[src/rtl/xnor_pkg.sv]
// Shared definitions for the XNOR3 parity sequencer: state encoding and
// the width helper used to size the step counter.
package xnor_pkg;

    localparam logic [1:0] IDLE  = 2'd0;
    localparam logic [1:0] SHIFT = 2'd1;
    localparam logic [1:0] DONE  = 2'd2;

    typedef enum logic [1:0] {
        ST_IDLE  = IDLE,
        ST_SHIFT = SHIFT,
        ST_DONE  = DONE
    } state_e;

    function automatic int clog2(input int value);
        int r;
        int v;
        r = 0;
        v = value - 1;
        for (int i = 0; i < 32; i++) begin
            if (v > 0) begin
                r++;
                v = v >>> 1;
            end
        end
        return r;
    endfunction

endpackage

[src/rtl/xnor3_step.sv]
// Single XNOR3 datapath cell: folds the running parity with two data bits.
module xnor3_step (
    input  logic a,
    input  logic b,
    input  logic c,
    output logic f
);

    assign f = ~(a ^ b ^ c);

endmodule

[src/rtl/xnor_parity_ctrl.sv]
// Parity sequencer: folds a WIDTH-bit word two bits per clock through one
// XNOR3 cell, then checks the result against a supplied parity bit.
module xnor_parity_ctrl
    import xnor_pkg::*;
#(
    parameter int WIDTH = 8,
    parameter int CNT_W = 8
) (
    input  logic             clk,
    input  logic             rst,
    input  logic             in_valid,
    output logic             in_ready,
    input  logic [WIDTH-1:0] in_data,
    input  logic             in_odd,
    input  logic             in_chk,
    output logic             out_valid,
    input  logic             out_ready,
    output logic             out_parity,
    output logic             out_err,
    output logic [CNT_W-1:0] err_cnt,
    input  logic             err_clr
);

    localparam int STEPS  = WIDTH / 2;
    localparam int STEP_W = (clog2(STEPS) < 1) ? 1 : clog2(STEPS);
    localparam logic [STEP_W-1:0] LAST_STEP = STEP_W'(STEPS - 1);
    // Each XNOR step adds one inversion; seeding with STEPS parity cancels them.
    localparam logic ACC_SEED = 1'(STEPS % 2);

    function automatic logic [CNT_W-1:0] sat_inc(input logic [CNT_W-1:0] c);
        if (&c) begin
            return c;
        end
        return c + CNT_W'(1);
    endfunction

    state_e            state_q, state_d;
    logic [WIDTH-1:0]  sh_q, sh_d;
    logic              acc_q, acc_d;
    logic [STEP_W-1:0] step_q, step_d;
    logic              odd_q, odd_d;
    logic              chk_q, chk_d;
    logic              par_q, par_d;
    logic              err_q, err_d;
    logic [CNT_W-1:0]  cnt_q, cnt_d;
    logic              step_f;

    xnor3_step u_step (
        .a (acc_q),
        .b (sh_q[0]),
        .c (sh_q[1]),
        .f (step_f)
    );

    always_ff @(posedge clk or posedge rst) begin
        if (rst) begin
            state_q <= ST_IDLE;
        end else begin
            state_q <= state_d;
        end
    end

    always_comb begin
        state_d = state_q;
        unique case (state_q)
            ST_IDLE:  if (in_valid) state_d = ST_SHIFT;
            ST_SHIFT: if (step_q == LAST_STEP) state_d = ST_DONE;
            ST_DONE:  if (out_ready) state_d = ST_IDLE;
            default:  state_d = ST_IDLE;
        endcase
    end

    always_comb begin
        sh_d   = sh_q;
        acc_d  = acc_q;
        step_d = step_q;
        odd_d  = odd_q;
        chk_d  = chk_q;
        par_d  = par_q;
        err_d  = err_q;
        unique case (state_q)
            ST_IDLE: begin
                if (in_valid) begin
                    sh_d   = in_data;
                    odd_d  = in_odd;
                    chk_d  = in_chk;
                    acc_d  = ACC_SEED;
                    step_d = '0;
                end
            end
            ST_SHIFT: begin
                acc_d  = step_f;
                sh_d   = sh_q >> 2;
                step_d = step_q + STEP_W'(1);
                // Final fold result goes straight into the held output registers.
                if (step_q == LAST_STEP) begin
                    par_d = step_f ^ odd_q;
                    err_d = step_f ^ odd_q ^ chk_q;
                end
            end
            default: ;
        endcase
    end

    // Clear wins over a same-cycle error increment.
    always_comb begin
        cnt_d = cnt_q;
        if (err_clr) begin
            cnt_d = '0;
        end else if (state_q == ST_DONE && out_ready && err_q) begin
            cnt_d = sat_inc(cnt_q);
        end
    end

    always_ff @(posedge clk or posedge rst) begin
        if (rst) begin
            sh_q   <= '0;
            acc_q  <= 1'b0;
            step_q <= '0;
            odd_q  <= 1'b0;
            chk_q  <= 1'b0;
            par_q  <= 1'b0;
            err_q  <= 1'b0;
            cnt_q  <= '0;
        end else begin
            sh_q   <= sh_d;
            acc_q  <= acc_d;
            step_q <= step_d;
            odd_q  <= odd_d;
            chk_q  <= chk_d;
            par_q  <= par_d;
            err_q  <= err_d;
            cnt_q  <= cnt_d;
        end
    end

    assign in_ready   = (state_q == ST_IDLE);
    assign out_valid  = (state_q == ST_DONE);
    assign out_parity = par_q;
    assign out_err    = err_q;
    assign err_cnt    = cnt_q;

endmodule

[config.mk]
export PLATFORM = sky130hd
export DESIGN_NAME = xnor_parity_ctrl
export DESIGN_NICKNAME = d
export VERILOG_FILES = /design/src/rtl/xnor_pkg.sv /design/src/rtl/xnor3_step.sv /design/src/rtl/xnor_parity_ctrl.sv
export SDC_FILE = /design/constraint.sdc
export NUM_CORES = 1
export LEC_CHECK = 0
export CAP_MARGIN = 20
export CELL_PAD_IN_SITES_DETAIL_PLACEMENT = 0
export CELL_PAD_IN_SITES_GLOBAL_PLACEMENT = 1
export CORE_MARGIN = 4
export CORE_UTILIZATION = 39
export CTS_BUF_LIST = sky130_fd_sc_hd__clkbuf_16
export DETAILED_ROUTE_END_ITERATION = 10
export GPL_TIMING_DRIVEN = 0
export PLACE_DENSITY = 0.76
export SLEW_MARGIN = 20
export SYNTH_ARGS = -nofsm -noshare
export SYNTH_HDL_FRONTEND = slang
export SYNTH_SLANG_ARGS = --single-unit
[constraint.sdc]
create_clock -name clk -period 1.85 [get_ports clk]
set_input_delay 0.37 -clock clk [delete_from_list [all_inputs] [get_ports clk]]
set_output_delay 0.37 -clock clk [all_outputs]
set_load 0.005 [all_outputs]
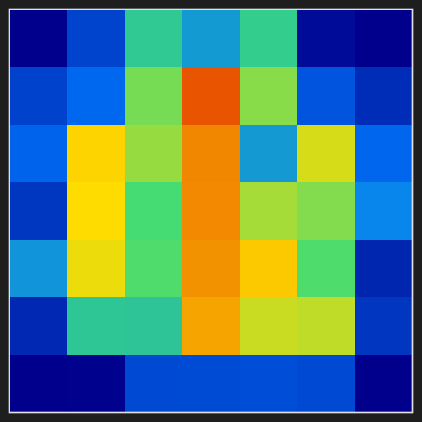
density.png
Scale: 6 px per um. The die is cut into 7 by 7 equal tiles; dark blue is low, red is high, 0 to 100% covered.
mean over tiles	39%
tiles over 75% full	16%
nearly empty tiles	10%
densest ninth of the die	center

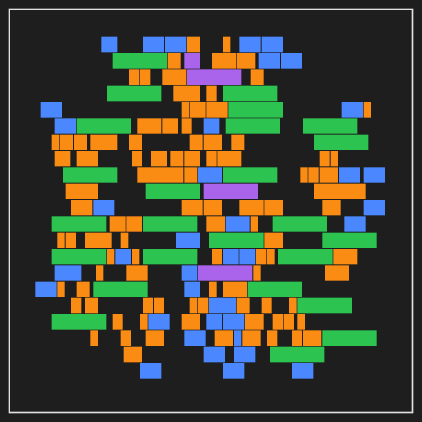
cell_classes.png
Scale: 6 px per um.
class	color	cells	share of their area
other buffers and delay cells	blue	37	20%
flops	green	25	36%
clock drivers and dummy loads	purple	4	4.7%
all other logic	orange	97	39%

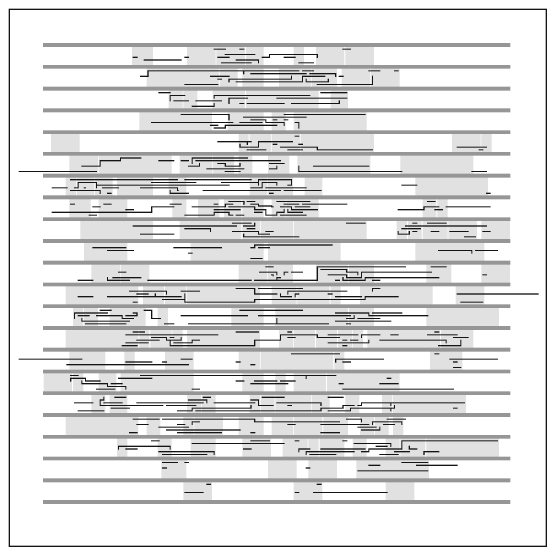
met1.png
Scale: 8 px per um. Supply wires on this layer in gray.
wire length on this layer	1,400 um
nets with wire on the layer	165

==> reports/qor.yml <==
place:
  portBuffers: 25
  dp.cells: 199
  post_dp_cell_area_um2: 1660
  place.detailed.hpwl_um: 2100
critical_path:
  crit_cells: 1
  slowest_delay_ps: 550
  endpoint_kind: "primary output"
  path_cells: "clkdlybuf4s50_1"
  critPathCapture: "err_cnt[5]"
  r2r_setup_slack_ps: 200
  worstSetupStartpoint: "err_cnt[5]"
  reg2reg_from: "err_cnt[0]"
  cp-start-kind: "register"
  crit_path_top_delay_cell: "clkdlybuf4s50_1"
  critPathTopFamily: "buffers and inverters"
  critPathKind: "reg2out"
pwr:
  p_total_w: 0.00220
  p_per_area_nw_per_um2: 1210
  power_leakage_nw: 0.807
yosys:
  syn_area_per_cell_um2: 10.6
  yosys_warnings: 0
  postSynth.asyncResetShare: 1.00
  ys_cells: 128
  ys_seq_frac: 0.462
  syn_inst: 128
  synth.cell_area_um2: 1360
clock_network:
  clock_path_buffers: 2
  htree_levels: 1
run_status:
  outcome: "completed"
final_timing:
  tightest_slew_ps: 882
  slew_viol_final: 0
  rsz0062_at_grt: "false"
  max_freq_mhz: 602
  layout_min_cycle_time_ps: 1660
  slew-limit-headroom: 0.408
  hold_violations: 0
drt:
  top_layer: "met4"
  viasPerCell: 5.25
  met3_length_um: 124
  vias: 1098
  wl_met2_um: 1380
  drc: 0
  wire_per_inst_um: 14.1
  drt_pass1_iterations: 4
job:
  tool_warnings: 26
floorplanning:
  fp.dieW_um: 66.9
  ios: 27
  fp_util: 0.406
  num_rows: 21
  dieArea_um2: 4480
final_layout:
  fin_nets: 181
  logic_area_um2: 681
  drive_gt1_frac: 0.166
  fillers: 314
grt:
  grt_use_met1: 0.199
  antenna_found_initial: 0
  grt_usage: 0.147
  gr-usage-met2: 0.224
  grt_busiest_layer: "met2"
min_path:
  holdPathStages: 2
  whs_endpoint: "err_cnt[4]"
  hp-class: "in2reg"
==> cells by family after synthesis <==
family / after synthesis / synth area share
xor+xnor: 4 / 0.0369
compound gates: 35 / 0.186
flops: 25 / 0.462
fa+ha+maj: 2 / 0.0185
buf+inv: 9 / 0.0360
mux: 6 / 0.0508
simple gates: 47 / 0.211
==> cell usage in the layout, fill, tap and decap left out, types with 3 or more instances in the layout <==
cell / count
o21ai_0: 10
and2_1: 4
nand2_1: 12
nor2_1: 6
and3b_1: 6
mux2_2: 3
a211oi_1: 3
buf_4: 8
clkbuf_16: 3
a31oi_1: 3
dfrtp_1: 25
a21oi_1: 8
clkdlybuf4s50_1: 23
buf_6: 3
==> final cells by class <==
class                   count  area share
inverters                   3     0.00622
clock inverters             1     0.00415
clock buffers               3      0.0415
well taps                  46      0.0318
repair buffers             32       0.170
plain buffers               5      0.0249
multi-input cells          94       0.376
flip-flops and latches     25       0.346
==> power by group <==
part	leakage [nW]	switching, W	internal, W
clock	0.0371	0.000196	0.000294
sequential	0.327	0.000109	0.000704
combinational	0.443	0.000378	0.000516
==> Yosys cell counts, types with 3 or more instances <==
master / instances / area [um^2]
a211oi_1: 3 / 22.5
a21oi_1: 8 / 40.0
a31oi_1: 3 / 18.8
and2_1: 4 / 25.0
and3b_1: 6 / 52.6
buf_2: 3 / 15.0
dfrtp_1: 25 / 626
inv_1: 3 / 11.3
mux2_2: 3 / 33.8
nand2_1: 12 / 45.0
nor2_1: 6 / 22.5
o21ai_0: 10 / 50.1
==> per-stage QoR <==
step	setup WS, ps	hold WS [ps]
floorplan	325	397
global placement	61.1	465
detailed placement	50.7	474
CTS	18.1	339
global route	70.9	349
finish	190	341
==> repair_timing <==
item	CTS	global route
resized	5	2
cloned	0	0
buffers inserted	3	4
pin swaps	0	0
endpoints found under the setup margin	1	2
No activity file was given, so power comes from the tool's default toggle rates.
